[src/rtl/lzc_norm_pipe.sv]
// rtl/lzc_norm_pipe.sv - two-stage leading-zero count and left-shift normaliser with valid/ready flow.
// Optional LZC_ZERO_CNT_EN: enables the saturating zero_events counter; otherwise zero_events is tied low.
module lzc_norm_pipe #(
  parameter int W     = 24,
  parameter int TAG_W = 4,
  localparam int CW   = (W > 1) ? $clog2(W) : 1
) (
  input  logic             clk,
  input  logic             rst_n,
  input  logic             in_valid,
  output logic             in_ready,
  input  logic [W-1:0]     in_data,
  input  logic [TAG_W-1:0] in_tag,
  output logic             out_valid,
  input  logic             out_ready,
  output logic [CW-1:0]    out_count,
  output logic             out_zero,
  output logic [W-1:0]     out_norm,
  output logic [TAG_W-1:0] out_tag,
  output logic [15:0]      zero_events
);

  logic             s1_valid_q;
  logic [W-1:0]     s1_data_q;
  logic [TAG_W-1:0] s1_tag_q;
  logic [CW-1:0]    s1_count_q;
  logic             s1_zero_q;

  logic             s2_valid_q;
  logic [W-1:0]     s2_norm_q;
  logic [TAG_W-1:0] s2_tag_q;
  logic [CW-1:0]    s2_count_q;
  logic             s2_zero_q;

  logic [CW-1:0]    lz_d;
  logic             zero_d;
  logic             found;
  logic             s1_load;
  logic             s2_load;

  // Scan from the MSB; the first set bit fixes the count. All-zero leaves count at 0.
  always_comb begin
    lz_d  = '0;
    found = 1'b0;
    for (int i = W-1; i >= 0; i--) begin
      if (!found && in_data[i]) begin
        found = 1'b1;
        lz_d  = CW'(W-1-i);
      end
    end
    zero_d = ~found;
  end

  assign s2_load  = ~s2_valid_q | out_ready;
  assign s1_load  = ~s1_valid_q | s2_load;
  assign in_ready = s1_load;

  always_ff @(posedge clk or negedge rst_n) begin
    if (!rst_n) begin
      s1_valid_q <= 1'b0;
      s1_data_q  <= '0;
      s1_tag_q   <= '0;
      s1_count_q <= '0;
      s1_zero_q  <= 1'b0;
    end else if (s1_load) begin
      s1_valid_q <= in_valid;
      if (in_valid) begin
        s1_data_q  <= in_data;
        s1_tag_q   <= in_tag;
        s1_count_q <= lz_d;
        s1_zero_q  <= zero_d;
      end
    end
  end

  always_ff @(posedge clk or negedge rst_n) begin
    if (!rst_n) begin
      s2_valid_q <= 1'b0;
      s2_norm_q  <= '0;
      s2_tag_q   <= '0;
      s2_count_q <= '0;
      s2_zero_q  <= 1'b0;
    end else if (s2_load) begin
      s2_valid_q <= s1_valid_q;
      if (s1_valid_q) begin
        s2_norm_q  <= s1_data_q << s1_count_q;
        s2_tag_q   <= s1_tag_q;
        s2_count_q <= s1_count_q;
        s2_zero_q  <= s1_zero_q;
      end
    end
  end

  assign out_valid = s2_valid_q;
  assign out_norm  = s2_norm_q;
  assign out_tag   = s2_tag_q;
  assign out_count = s2_count_q;
  assign out_zero  = s2_zero_q;

`ifdef LZC_ZERO_CNT_EN
  logic [15:0] zero_events_q;

  always_ff @(posedge clk or negedge rst_n) begin
    if (!rst_n) begin
      zero_events_q <= 16'h0000;
    end else if (s2_valid_q && out_ready && s2_zero_q && (zero_events_q != 16'hFFFF)) begin
      zero_events_q <= zero_events_q + 16'd1;
    end
  end

  assign zero_events = zero_events_q;
`else
  assign zero_events = 16'h0000;
`endif

endmodule

[config.mk]
export PLATFORM = sky130hd
export DESIGN_NAME = lzc_norm_pipe
export DESIGN_NICKNAME = d
export VERILOG_FILES = /design/src/rtl/lzc_norm_pipe.sv
export SDC_FILE = /design/constraint.sdc
export NUM_CORES = 1
export LEC_CHECK = 0
export CELL_PAD_IN_SITES_DETAIL_PLACEMENT = 0
export CELL_PAD_IN_SITES_GLOBAL_PLACEMENT = 1
export CORE_MARGIN = 2
export CORE_UTILIZATION = 44
export CTS_CLUSTER_DIAMETER = 150
export DETAILED_ROUTE_END_ITERATION = 16
export HOLD_SLACK_MARGIN = 0.03
export PLACE_DENSITY_LB_ADDON = 0.1
export SYNTH_ARGS = -nofsm -noshare
export SYNTH_HDL_FRONTEND = slang
export SYNTH_SLANG_ARGS = --single-unit
[constraint.sdc]
create_clock -name clk -period 3.04 [get_ports clk]
set_input_delay 0.608 -clock clk [delete_from_list [all_inputs] [get_ports clk]]
set_output_delay 0.608 -clock clk [all_outputs]
set_load 0.01 [all_outputs]
### Congestion heat map

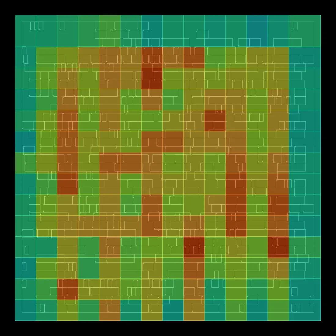
met3 Usage GRT: 4.18%
met2 Use GR: 30.5%
GRT busiest layer: met2
met1 usage: 29.3%

### Signal wires on met3

Scale bar: 20 um.
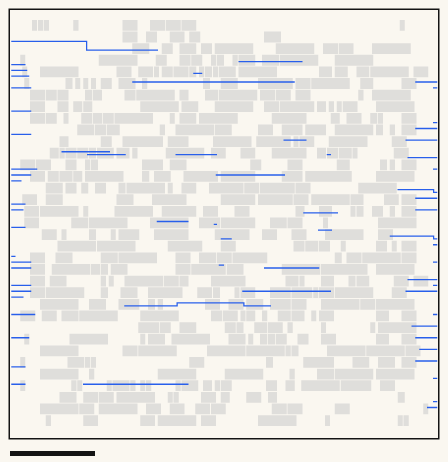
main direction: horizontal
share of all routed wire: 4.5%

### Zoomed window

Scale bar: 10 um. Window x 55 to 95, y 5 to 45 um. Cells in gray, sequential cells in the stronger gray; small squares are vias.
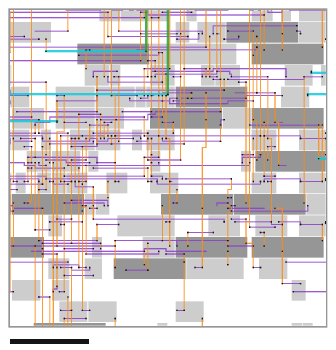
legend:
  purple:
    layer: met1
  green:
    layer: met4
  orange:
    layer: met2
  cyan:
    layer: met3
netlist names of flops here include: out_norm (10), out_count (3)
sequential cells in the window: 13
most frequent: clkdlybuf4s50_1 (15), dfrtp_1 (13), nor2_1 (8)
cells with their middle in the window: 82

### Logic cells by family

Scale bar: 20 um.
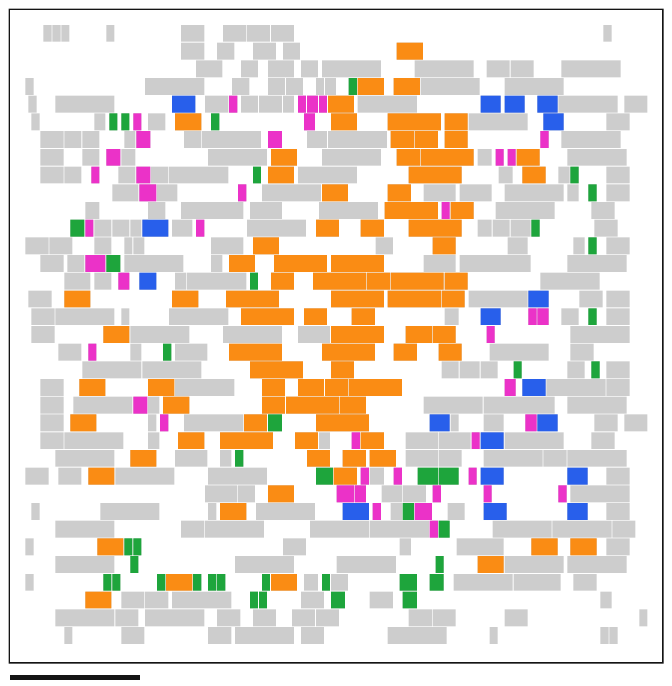
legend:
  blue:
    family: AND-OR and OR-AND gates
    cells: 18
  green:
    family: NAND gates
    cells: 41
    where: all over the die
  orange:
    family: multiplexers
    cells: 86
  magenta:
    family: NOR gates
    cells: 42

==> impl_metrics.json <==
{
  "die-area_um2": 10000,
  "cts_sinks": 70,
  "leakage_nw": 2.18,
  "p_seq_share_pct": 40.0,
  "powerClk_uw": 869,
  "cts-hold-fix-buffers": 0,
  "adder_share_pct": 0,
  "required_ns": 3.30,
  "power_leader": "sequential cells",
  "xor_share_pct": 0,
  "cts_tree": "yes",
  "most_common_cell": "dfrtp_1",
  "syn_inst": 355,
  "r2r-end": "out_norm[17]$_DFFE_PN0P_",
  "power_switching_uw": 923,
  "dieWidth_um": 100,
  "power_frac_comb_pct": 32.5,
  "final_area_um2": 5120,
  "coreArea_um2": 9110,
  "largest_area_cell": "dfrtp_1",
  "synth_chip_area_um2": 4070,
  "clock_latency_ns": 0.34,
  "mux_area_share_pct": 28.7,
  "setup_viol": 0,
  "grt_pass1_wl_mm": 15.6,
  "initial_core_util_pct": 44.7,
  "path_buffers": 1,
  "grt_usage_pct": 20.0,
  "crit_type": "primary input to flip-flop",
  "grt-ovfl-total": 0,
  "largest_class": "combinational gates",
  "tns_ns": 0,
  "comb_share_pct": 41.7,
  "ios": 84,
  "dp_cells": 527,
  "ys_types": 46,
  "period_used_pct": 86.2,
  "num-clock-buffers": 13,
  "final.min_clock_period_ns": 2.62,
  "worst_pin_slew_ns": 0.716,
  "common_cells": "70 x dfrtp_1, 34 x mux2_2, 31 x mux2i_1, 29 x nand2_1, 26 x nor2_1",
  "final_cell_count_no_fill": 543,
  "drc": 0,
  "syn_avg_cell_area_um2": 11.5,
  "path_clk_slew_ns": 0.08,
  "seq-cell-share_pct": 34.2,
  "whs_ns": 0.313,
  "num-multi-input-gates": 254,
  "layout.nonclk_buf_share_pct": 16.4,
  "clockRootBuffer": "clkbuf_8",
  "flop_area_um2": 1750,
  "pg_seq_mw": 1.26,
  "crit_path_start": "in_data[18]",
  "path_depth": 5,
  "netlist_area_um2": 4070,
  "critPathMaxFanout": 4,
  "mi_logic_area_um2": 2140,
  "drt_iter0_markers": 119,
  "aoi_share_pct": 10.4,
  "layout_setup_ws_ns": 0.418,
  "grt_max_degree": 41,
  "finish.net_count": 459,
  "drtPass1Iterations": 4,
  "async_flop_share_pct": 100,
  "r2r_slack_ns": 0.76,
  "cpLargestDelayFamily": "simple AND/OR/NAND/NOR gates",
  "hold_class": "primary input to asynchronous set/reset pin",
  "p_clk_share_pct": 27.6,
  "yosys_warnings": 0,
  "utilization_pct": 56.2,
  "layout_top_cell": "dfrtp_1",
  "outcome": "finished, final reports clean",
  "peakVddDrop_mv": 0.296,
  "clockBufferDepth": 2,
  "drv_cap": 0,
  "cts_buffers": 9,
  "finalWeightedCongestion": 0.852,
  "comb-power_mw": 1.02,
  "avgViaCountPerCell": 5.56,
  "ctsHtreeMaxLevel": 3,
  "num_vias": 3019,
  "ys_cells": 355,
  "relSlewSlack_pct": 52.3,
  "synthSimpleGateAreaFrac_pct": 12.0,
  "fmax_ghz": 0.381,
  "openroad.warnings": 26,
  "crit_path_frequent_cell": "or4_4",
  "dp_slack_ns": 0.0768,
  "drive_gt1_share_pct": 22.9,
  "grt_setup_unrepaired": "no",
  "drv_slew": 0,
  "slowest_delay_ns": 0.58,
  "flop_cell": "dfrtp_1",
  "wire_per_inst_um": 17.5,
  "clk_share_pct": 4.57,
  "p_int_mw": 2.23,
  "postSynthSeqShare_pct": 43.1,
  "flop-count": 70,
  "yosys-top-cells-area": "dfrtp_1 43%, mux4_2 12%, mux2_2 9.4%",
  "critPathArrivalTime_ns": 2.88,
  "critPathCapture": "s1_count_q[0]$_DFFE_PN0P_",
  "taps": 111,
  "dp_hpwl_mm": 7.15,
  "switching_share_pct": 29.2,
  "synth_flop_count": 70,
  "clock_skew_ns": 0.0104,
  "ys_top_logic_family": "multiplexers",
  "cts_resized": 0,
  "die_h_um": 100,
  "crit_path_end_kind": "flip-flop",
  "critPathLaunchType": "primary input",
  "antenna_cells": 0,
  "hold_violations": 0,
  "cp_cell_sequence": "clkdlybuf4s50_1 > or4_4 > or4_4 > or4_1 > a41oi_1",
  "power.total_mw": 3.16,
  "syn2layout_area_growth_pct": 25.9,
  "antenna_found_initial": 0,
  "buffers": 87
}
==> per-layer routing <==
metal / wire (um) / global-route usage (%) / part of all wire (%) / vias up
li1: - / - / - / 1448
met1: 4580 / 29.3 / 48 / 1480
met2: 4370 / 30.5 / 46 / 81
met3: 431 / 4.18 / 4.5 / 10
met4: 115 / 5.16 / 1.2 / 0
met5: 0 / 0 / 0 / -
==> worst reg2reg max path, delay by kind of cell (launching register included) <==
family,cells,cell delay (ns)
compound gates,1,0.37
buf+inv,1,0.34
flops,1,0.80
mux,2,0.61
simple gates,1,0.04
